--- src/rtl/sisc_mem_pkg.sv ---
// Shared definitions for the fetch/data memory arbiter: state encoding,
// owner codes and default bus widths.
package sisc_mem_pkg;

  localparam int AW_DEF = 16;
  localparam int DW_DEF = 32;

  typedef enum logic [1:0] {
    IDLE   = 2'b00,
    ACCESS = 2'b01,
    RESP   = 2'b10
  } state_t;

  localparam logic OWN_F = 1'b0;
  localparam logic OWN_D = 1'b1;

endpackage

--- src/rtl/arb2_rr.sv ---
// Combinational two-way arbiter between the fetch (F) and data (D) paths.
// Fixed data priority or round-robin on ties, chosen by DATA_PRIO.
module arb2_rr
  import sisc_mem_pkg::*;
#(
  parameter int DATA_PRIO = 1
) (
  input  logic f_req,
  input  logic d_req,
  input  logic last_owner,
  output logic winner
);

  always_comb begin
    winner = OWN_F;
    if (f_req && d_req) begin
      // On a tie in round-robin mode the side that did not go last wins.
      winner = (DATA_PRIO != 0) ? OWN_D : ~last_owner;
    end else if (d_req) begin
      winner = OWN_D;
    end
  end

endmodule

--- src/rtl/mem_arb.sv ---
// Shares one single-port memory between instruction fetch and data load/store:
// grant, one mem_en strobe, fixed latency wait, then a one-cycle ack.
module mem_arb
  import sisc_mem_pkg::*;
#(
  parameter int AW        = AW_DEF,
  parameter int DW        = DW_DEF,
  parameter int MEM_LAT   = 1,
  parameter int DATA_PRIO = 1
) (
  input  logic          clk,
  input  logic          rst_f,
  input  logic          f_req,
  input  logic [AW-1:0] f_addr,
  output logic          f_ack,
  output logic [DW-1:0] f_rdata,
  input  logic          d_req,
  input  logic          d_we,
  input  logic [AW-1:0] d_addr,
  input  logic [DW-1:0] d_wdata,
  output logic          d_ack,
  output logic [DW-1:0] d_rdata,
  output logic          mem_en,
  output logic          mem_we,
  output logic [AW-1:0] mem_addr,
  output logic [DW-1:0] mem_wdata,
  input  logic [DW-1:0] mem_rdata,
  output logic          busy
);

  localparam logic [2:0] LAT = 3'(MEM_LAT);

  state_t        r_state;
  state_t        w_state_nxt;
  logic [2:0]    r_cnt;
  logic          r_owner;
  logic          r_we;
  logic          r_f_ack;
  logic          r_d_ack;
  logic [DW-1:0] r_f_rdata;
  logic [DW-1:0] r_d_rdata;
  logic          r_mem_en;
  logic          r_mem_we;
  logic [AW-1:0] r_mem_addr;
  logic [DW-1:0] r_mem_wdata;
  logic          r_busy;

  logic w_f_req_m;
  logic w_d_req_m;
  logic w_winner;
  logic w_grant;
  logic w_done;

  // During the ack cycle the owner's request is ignored so the other side
  // can take the very next slot.
  assign w_f_req_m = f_req & ~((r_state == RESP) & (r_owner == OWN_F));
  assign w_d_req_m = d_req & ~((r_state == RESP) & (r_owner == OWN_D));

  arb2_rr #(
    .DATA_PRIO(DATA_PRIO)
  ) u_arb (
    .f_req     (w_f_req_m),
    .d_req     (w_d_req_m),
    .last_owner(r_owner),
    .winner    (w_winner)
  );

  // NOTE: every signal gets a default before the case so no latch is inferred.
  always_comb begin
    w_state_nxt = r_state;
    w_grant     = 1'b0;
    w_done      = 1'b0;
    case (r_state)
      IDLE, RESP: begin
        if (w_f_req_m || w_d_req_m) begin
          w_grant     = 1'b1;
          w_state_nxt = ACCESS;
        end else begin
          w_state_nxt = IDLE;
        end
      end
      ACCESS: begin
        if (r_cnt == LAT) begin
          w_done      = 1'b1;
          w_state_nxt = RESP;
        end
      end
      default: w_state_nxt = IDLE;
    endcase
  end

  // NOTE: sequential state uses non-blocking assignments only.
  always_ff @(posedge clk) begin
    if (!rst_f) begin
      r_state <= IDLE;
    end else begin
      r_state <= w_state_nxt;
    end
  end

  always_ff @(posedge clk) begin
    if (!rst_f) begin
      r_cnt       <= '0;
      r_owner     <= OWN_D;
      r_we        <= 1'b0;
      r_f_ack     <= 1'b0;
      r_d_ack     <= 1'b0;
      r_f_rdata   <= '0;
      r_d_rdata   <= '0;
      r_mem_en    <= 1'b0;
      r_mem_we    <= 1'b0;
      r_mem_addr  <= '0;
      r_mem_wdata <= '0;
      r_busy      <= 1'b0;
    end else begin
      r_busy   <= (w_state_nxt != IDLE);
      r_f_ack  <= 1'b0;
      r_d_ack  <= 1'b0;
      r_mem_en <= 1'b0;
      r_mem_we <= 1'b0;

      if (w_grant) begin
        r_owner  <= w_winner;
        r_cnt    <= '0;
        r_mem_en <= 1'b1;
        if (w_winner == OWN_D) begin
          r_we        <= d_we;
          r_mem_we    <= d_we;
          r_mem_addr  <= d_addr;
          r_mem_wdata <= d_wdata;
        end else begin
          r_we       <= 1'b0;
          r_mem_addr <= f_addr;
        end
      end else if ((r_state == ACCESS) && !w_done) begin
        r_cnt <= r_cnt + 3'd1;
      end

      if (w_done) begin
        if (r_owner == OWN_F) begin
          r_f_ack   <= 1'b1;
          r_f_rdata <= mem_rdata;
        end else begin
          r_d_ack <= 1'b1;
          if (!r_we) begin
            r_d_rdata <= mem_rdata;
          end
        end
      end
    end
  end

  assign f_ack     = r_f_ack;
  assign f_rdata   = r_f_rdata;
  assign d_ack     = r_d_ack;
  assign d_rdata   = r_d_rdata;
  assign mem_en    = r_mem_en;
  assign mem_we    = r_mem_we;
  assign mem_addr  = r_mem_addr;
  assign mem_wdata = r_mem_wdata;
  assign busy      = r_busy;

endmodule

--- config.mk ---
export PLATFORM = sky130hd
export DESIGN_NAME = mem_arb
export DESIGN_NICKNAME = d
export VERILOG_FILES = /design/src/rtl/sisc_mem_pkg.sv /design/src/rtl/arb2_rr.sv /design/src/rtl/mem_arb.sv
export SDC_FILE = /design/constraint.sdc
export NUM_CORES = 1
export LEC_CHECK = 0
export CAP_MARGIN = 30
export CORE_MARGIN = 1.5
export CORE_UTILIZATION = 43
export DETAILED_ROUTE_END_ITERATION = 10
export PLACE_DENSITY = 0.81
export SLEW_MARGIN = 20
export SYNTH_ARGS = -nofsm -noshare
export SYNTH_HDL_FRONTEND = slang
export SYNTH_SLANG_ARGS = --single-unit
--- constraint.sdc ---
create_clock -name clk -period 2 [get_ports clk]
set_input_delay 0.3 -clock clk [delete_from_list [all_inputs] [get_ports clk]]
set_output_delay 0.3 -clock clk [all_outputs]
set_load 0.005 [all_outputs]
registers.png
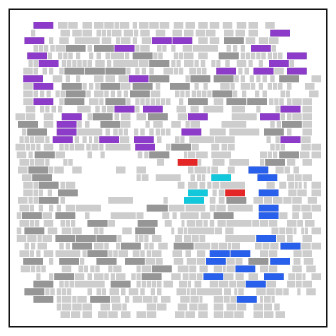
[r_cnt] cyan | flops: 3
[mem_addr] blue | flops: 16 | where: lower right
[f_rdata] purple | flops: 32
[r_state] red | flops: 2
not coloured: 71
utilization after layout: 0.696
Seq/total area: 0.307

metal_stack.png
Bar = 20 um.
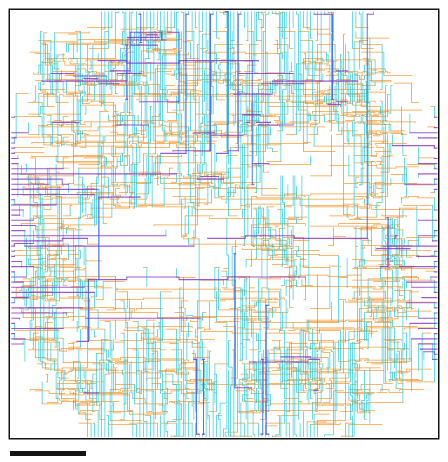
[met4] blue | wire length: 488 um
[met3] purple | wire length: 1080 um
[met1] orange | wire length: 6510 um
[met2] cyan | wire length: 8380 um

final_clocks.png
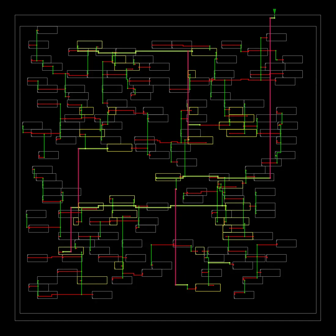
Num CTS Buffers: 17
Flops: 124
clkbuf count: 20
clock sink count: 124
Late-Pin Clk Latency: 0.42 ns

pins.png
Pins as bars across the die edge, other pins in grey.
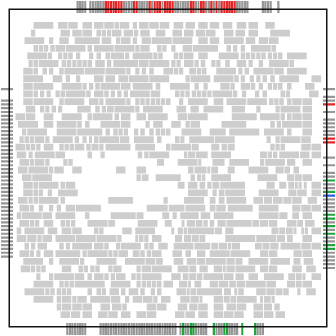
[f_addr] green | pins: 16 | direction: input | edge: 8 bottom, 8 right
[d_rdata] red | pins: 32 | direction: output | edge: 29 top, 3 right
[mem_we] blue | pins: 1 | direction: output | edge: right
all pins by edge: 71 top, 64 bottom, 43 left, 40 right
DIE WIDTH: 113 um
die extent in y: 113 um

==> flow_summary.json <==
{
  "hold_viol_final": 0,
  "lay_top_cells": "217 x clkdlybuf4s50_1, 123 x dfxtp_1, 97 x nand3_1",
  "dp_slack_ns": 0.180,
  "syn_area_per_cell_um2": 8.55,
  "synthesis.nets": 711,
  "antenna_found_initial": 0,
  "critical_path.top_delay_family": "flip-flops",
  "cap_violations": 0,
  "switching_power_uw": 1850,
  "ys_cells": 608,
  "dpl-instance-area_um2": 7460,
  "root_buffer": "clkbuf_16",
  "status": "complete, no violations",
  "yosysWarnings": 0,
  "grt_first_pass_wirelength_um": 26400,
  "most_common_cell": "dfxtp_1",
  "fin_tns_setup_ns": 0,
  "edf_count": 0,
  "cts.repair.resized": 0,
  "combGateArea_um2": 2340,
  "yosys.area.top_type": "dfxtp_1",
  "vdd_ir_drop_max_mv": 0.451,
  "p_leak_uw": 0.00281,
  "critPathKind": "reg2reg",
  "ys_top_cells_by_area": "dfxtp_1 48%, nand3_1 9.3%, a21oi_1 9.2%, o21ai_0 8.5%, a22o_1 2.7%",
  "h-tree-depth": 4,
  "ant_nets": 0,
  "power_density_nw_per_um2": 889,
  "syn-cell-area_um2": 5200,
  "clock_skew_ns": 0.0111,
  "cp.arrival_ns": 2.08,
  "inv_count": 7,
  "synthArstFlopShare": 0,
  "clock_power_share": 0.445,
  "warnings": 27,
  "dp.cells": 925,
  "clkCellAreaFrac": 0.0777,
  "drt_pass1_iterations": 6,
  "top_power_group": "the clock network",
  "synth_top_area_share": 0.477,
  "post_cts_buffers": 0,
  "common_cells": "124 x dfxtp_1, 97 x nand3_1, 96 x a21oi_1",
  "fp-utilization": 0.448,
  "slowest_delay_ns": 0.72,
  "whs_ns": 0.447,
  "drt_iter0_drc": 494,
  "clockBufferDepth": 2,
  "grt_max_degree": 79,
  "rows": 39,
  "fin_area_um2": 8090,
  "cp-start-kind": "flip-flop",
  "via_count": 5434,
  "power_switching_share": 0.258,
  "ys_types": 38
}
path summary, 6_finish.rpt:
| path | startpoint | end | slack, ns | cells after the start |
|---|---|---|---|---|
| hold / removal | d_wdata[30] | mem_wdata[30] | 0.45 | 3 |
| setup reg to reg | r_state[0] | f_rdata[24] | 0.25 | 4 |
| hold reg to reg | mem_wdata[4] | mem_wdata[4] | 0.47 | 2 |
| setup / recovery | r_state[0] | f_rdata[24] | 0.25 | 4 |
kinds of logic after synthesis:
family,synth area share
and+or+nand+nor,0.179
DFF,0.477
buffers and inverters,0.0741
AOI/OAI and AO/OA,0.264
adders and majority gates,0.00481
routing by layer:
layer,track usage,share of wire,up-vias
li1,-,-,2595
met1,0.304,0.40,2589
met2,0.435,0.51,210
met3,0.0718,0.066,40
met4,0.118,0.030,0
met5,0,0,-
